$ cat src/rtl/lcd_bus_receiver.sv
// 8080-style LCD write-bus receiver: synchronizes the bus, captures one byte per
// wr_n rising edge, queues {rs, data} in a show-ahead FIFO and tracks command/params.
module lcd_bus_receiver #(
  parameter int unsigned DEPTH_LOG2 = 2
) (
  input  logic       i_clk,
  input  logic       i_reset_n,
  input  logic       i_bus_cs_n,
  input  logic       i_bus_wr_n,
  input  logic       i_bus_rs,
  input  logic [7:0] i_bus_data,
  output logic       o_valid,
  output logic       o_rs,
  output logic [7:0] o_data,
  input  logic       i_ready,
  output logic       o_overflow,
  input  logic       i_clear_overflow,
  output logic [7:0] o_cmd,
  output logic [7:0] o_param_idx,
  output logic       o_frame_start
);

  localparam int unsigned           DEPTH      = 1 << DEPTH_LOG2;
  localparam logic [DEPTH_LOG2:0]   FULL_COUNT = (DEPTH_LOG2 + 1)'(DEPTH);
  localparam logic [7:0]            CMD_RAMWR  = 8'h2C;

  logic       cs_s1_q, cs_s2_q, wr_s1_q, wr_s2_q, rs_s1_q, rs_s2_q;
  logic [7:0] data_s1_q, data_s2_q;

  logic [8:0]            mem_q [DEPTH];
  logic [DEPTH_LOG2-1:0] wr_ptr_q, wr_ptr_d, rd_ptr_q, rd_ptr_d;
  logic [DEPTH_LOG2:0]   count_q, count_d;
  logic                  ovf_q, ovf_d;
  logic [7:0]            cmd_q, cmd_d, pidx_q, pidx_d;
  logic                  fs_q, fs_d;

  logic capture, full, pop, push, drop;

  always_ff @(posedge i_clk or negedge i_reset_n) begin
    if (!i_reset_n) begin
      cs_s1_q   <= 1'b1;
      cs_s2_q   <= 1'b1;
      wr_s1_q   <= 1'b1;
      wr_s2_q   <= 1'b1;
      rs_s1_q   <= 1'b0;
      rs_s2_q   <= 1'b0;
      data_s1_q <= '0;
      data_s2_q <= '0;
    end else begin
      cs_s1_q   <= i_bus_cs_n;
      cs_s2_q   <= cs_s1_q;
      wr_s1_q   <= i_bus_wr_n;
      wr_s2_q   <= wr_s1_q;
      rs_s1_q   <= i_bus_rs;
      rs_s2_q   <= rs_s1_q;
      data_s1_q <= i_bus_data;
      data_s2_q <= data_s1_q;
    end
  end

  always_comb begin
    // s2 still holds the last low-phase sample when s1 first sees wr_n high
    capture  = wr_s1_q & ~wr_s2_q & ~cs_s2_q;
    full     = (count_q == FULL_COUNT);
    pop      = (count_q != '0) && i_ready;
    push     = capture && (!full || pop);
    drop     = capture && full && !pop;
    wr_ptr_d = push ? wr_ptr_q + 1'b1 : wr_ptr_q;
    rd_ptr_d = pop  ? rd_ptr_q + 1'b1 : rd_ptr_q;
    count_d  = count_q + (DEPTH_LOG2 + 1)'(push) - (DEPTH_LOG2 + 1)'(pop);
    ovf_d    = drop ? 1'b1 : (i_clear_overflow ? 1'b0 : ovf_q);

    cmd_d  = cmd_q;
    pidx_d = pidx_q;
    fs_d   = 1'b0;
    if (capture) begin
      if (!rs_s2_q) begin
        cmd_d  = data_s2_q;
        pidx_d = '0;
        fs_d   = (data_s2_q == CMD_RAMWR);
      end else if (pidx_q != '1) begin
        pidx_d = pidx_q + 8'd1;
      end
    end
  end

  always_ff @(posedge i_clk or negedge i_reset_n) begin
    if (!i_reset_n) begin
      wr_ptr_q <= '0;
      rd_ptr_q <= '0;
      count_q  <= '0;
      ovf_q    <= 1'b0;
      cmd_q    <= '0;
      pidx_q   <= '0;
      fs_q     <= 1'b0;
    end else begin
      wr_ptr_q <= wr_ptr_d;
      rd_ptr_q <= rd_ptr_d;
      count_q  <= count_d;
      ovf_q    <= ovf_d;
      cmd_q    <= cmd_d;
      pidx_q   <= pidx_d;
      fs_q     <= fs_d;
    end
  end

  always_ff @(posedge i_clk) begin
    if (push) mem_q[wr_ptr_q] <= {rs_s2_q, data_s2_q};
  end

  always_comb begin
    o_valid       = (count_q != '0);
    {o_rs, o_data} = o_valid ? mem_q[rd_ptr_q] : '0;
    o_overflow    = ovf_q;
    o_cmd         = cmd_q;
    o_param_idx   = pidx_q;
    o_frame_start = fs_q;
  end

endmodule

$ cat config.mk
export PLATFORM = sky130hd
export DESIGN_NAME = lcd_bus_receiver
export DESIGN_NICKNAME = d
export VERILOG_FILES = /design/src/rtl/lcd_bus_receiver.sv
export SDC_FILE = /design/constraint.sdc
export NUM_CORES = 1
export LEC_CHECK = 0
export CAP_MARGIN = 10
export CORE_ASPECT_RATIO = 0.9
export CORE_MARGIN = 2
export CORE_UTILIZATION = 42
export CTS_BUF_LIST = sky130_fd_sc_hd__clkbuf_8
export DETAILED_ROUTE_END_ITERATION = 8
export GPL_TIMING_DRIVEN = 0
export REMOVE_ABC_BUFFERS = 1
export SYNTH_ARGS = -nofsm -noshare
export SYNTH_HDL_FRONTEND = slang
export SYNTH_SLANG_ARGS = --single-unit
$ cat constraint.sdc
create_clock -name i_clk -period 3.5 [get_ports i_clk]
set_input_delay 0.875 -clock i_clk [delete_from_list [all_inputs] [get_ports i_clk]]
set_output_delay 0.875 -clock i_clk [all_outputs]
set_load 0.005 [all_outputs]
### I/O pins on the die edge

Scale: 3 px per um. Pins as bars across the die edge, other pins in gray.
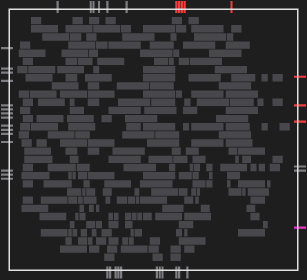
| color | port | pins | direction | edge |
|---|---|---|---|---|
| magenta | i_reset_n | 1 | input | right |
| red | o_data | 8 | output | 5 top, 3 right |
all pins by edge: 15 left, 11 top, 11 bottom, 6 right
PortBufs: 42
width of the die: 95.7 um

### Cell classes on the final placement

Scale: 4 px per um. Fill, decap, tap and diode cells in gray.
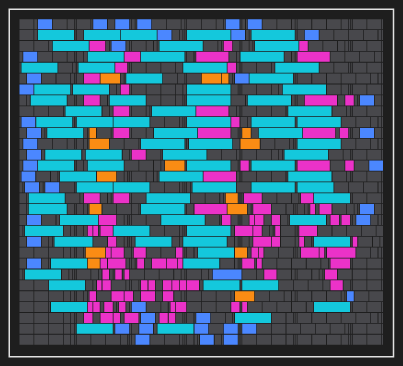
| color | class | cells | share of their area |
|---|---|---|---|
| cyan | sequential cells | 83 | 60% |
| magenta | combinational and other logic | 103 | 24% |
| orange | clock drivers and dummy loads | 16 | 4.7% |
| blue | remaining buffers and delay cells | 43 | 12% |
sequential share of cell area: 58.2%
post-route standard cell area excluding fillers: 0.00388 mm2
utilization of the core after routing: 52.3%
std cell rows: 30
core box area: 0.00743 mm2

==> results.txt <==
Implementation status.

- The run finished with clean final reports.
- The maximum count of clock buffers along a single path is 2.
- The final timing summary puts the cycle share of the worst path at 91.2%.
- The pin closest to its max-slew limit shows a slew of 690 ps.
- In this run the layout overhead on the synthesized area is reported as 22.3%.
- The detailed-route wire length is 5.18 mm.
- The type of the tightest min-delay check is reg -> reg.
- For the worst reg-to-reg path, the startpoint reported by OpenROAD is wr_s1_q.
- The critical path maximum fanout is 11.
- Walking the critical path from launch to capture passes 3 cell instances.
- The number of hold buffers added after cts is 0.
- The cell-mix breakdown from Yosys lists the adder-cell area share as 3.39%.
- The final instance count without filler cells is 341.
- Across the VDD grid, the largest voltage drop is 0.277 mV.
- The number of diodes added for antenna fixing is 0.
- The total length of routed met3 wires is 170 um.
- The critical path endpoint has a required time of 2620 ps.
- The buffer count excluding the clock tree in the final layout is 43.
- The cell leakage power is 1.48 nW.
- Static timing analysis puts the maximum clock frequency at 0.313 GHz.
- Multi-input gates account for 22.0% of the area.
- The largest non-sequential cell family by area is multiplexers.
- The number of clock sinks seen by CTS is 83.
- According to the tapcell log, the count of inserted taps is 96.
- The commonest register cell is sky130_fd_sc_hd__dfrtp_1.
- The slowest stage of the critical path belongs to the cell sky130_fd_sc_hd__dfrtp_1.
- The number of cells on the worst reg-to-reg path is 10.
- The power dissipated in combinational cells is 590 uW.
- 43 I/O pins were placed.
- The cell sequence reported for the critical path is mux4_2 > and2_1 > clkdlybuf4s50_1.
- The first detailed-routing pass ran for 4 iterations.
- Leaving out fill and tap cells, the most frequent cells in the layout are 43 x sky130_fd_sc_hd__dfrtp_1, 41 x sky130_fd_sc_hd__clkdlybuf4s50_1, 36 x sky130_fd_sc_hd__edfxtp_1.
- The critical path is of the reg -> out type.
- The number of flops mapped to enable cells by yosys is 36.
- The number of antenna violations at the first check in global routing is 0.
- In this run the clock root is driven by a sky130_fd_sc_hd__clkbuf_8.
- The number of gates resized after CTS is 0.
- The final global-route overflow total is 0.
- The total number of vias is 1673.
- The filler cell count in the final layout is 645.
- In the final layout, excluding clock inverters the inverter count is 10.
- Of all cell types, the one taking the most synthesized area is sky130_fd_sc_hd__edfxtp_1.
- The overall chip area is 0.00828 mm2.
- The run reported a max-capacitance violation count of 0.
- After layout, the minimum clock period comes to 3190 ps.
- The area of the mapped netlist is 0.00318 mm2.
- The switching part of the total power is 27.3%.
- In the global route stage, met3 resource usage came out at 4.17%.
- The Yosys warning count is 0.
- The launching element type of the critical path is a flip-flop.
- The via count of the first global-routing pass is 1733.
- The number of hold-slack violations in the final timing report is 0.
- Looking at the power breakdown, the clock network takes 24.9% of the total.
- The internal portion of total power is 1.79 mW.
- For the final database, setup skew stands at 9.94 ps.
- The area fraction of the dominant cell type after synthesis is 34.0%.
- Once iteration 0 of detailed routing completed, the report listed 44 DRC markers.
- Looking at the reg2reg group, the worst path ends at count_q[2].
- According to the timing report, the critical path is captured at o_data[3].
- The global router reports that the layer with the highest usage is met2.
- The synthesized-area fraction occupied by and/or/nand/nor cells is 8.35%.
- The sequential fraction of the synthesis area is 71.2%.
- The share of power burned in registers is 51.0%.
- The CTS buffer count is 9.
- Note, the detailed placer reported a final HPWL of 3.38 mm.
- The xor/xnor cell area share of the yosys netlist is 1.38%.
- The gate count after technology mapping is 191.
- In this run, the combinational gates consume 24.0% of the power.
- The critical path buffer and inverter count is 1.
- The register with the most flip-flops is mem_q.
- The startpoint of the lowest-slack hold path is data_s1_q[2].
- The group drawing the most power is sequential cells.
- Including well taps, the total number of placed cells is 325.
- The top cell type in the final layout, fill and taps aside, is sky130_fd_sc_hd__dfrtp_1.
- In the detailed route, the total length drawn on met2 is 2.41 mm.
- Tracing the worst setup path back leads to its startpoint at rd_ptr_q[0].
- The end point of the most critical hold path is data_s2_q[2].
- The fraction of final cell area spent on non-clock buffers in this run is 11.2%.
- The routed length on met1 is 2.52 mm.
- In this run the remaining antenna-violating nets after routing total 0.
- The total routing usage reported by global routing is 14.5%.
- The leading cell category by total area is registers.
- Hold timing on the final database bottoms out at a slack of 354 ps.
- The multi-input combinational gate total is 93.
- The timing report gives the worst reg2reg path a setup slack of 770 ps.
- The number of sequential cells reported for the layout is 83.
- In this run, the synthesized area fraction spent on AND-OR/OR-AND gates is recorded as 4.57%.
- Dividing total power by cell area gives a power density of 632 mW/mm2.
- Setup repair after global routing left no endpoint under its margin.
- The clock transition at the registers of the reported paths is 80 ps.
Power is estimated from default activity; no workload was simulated.
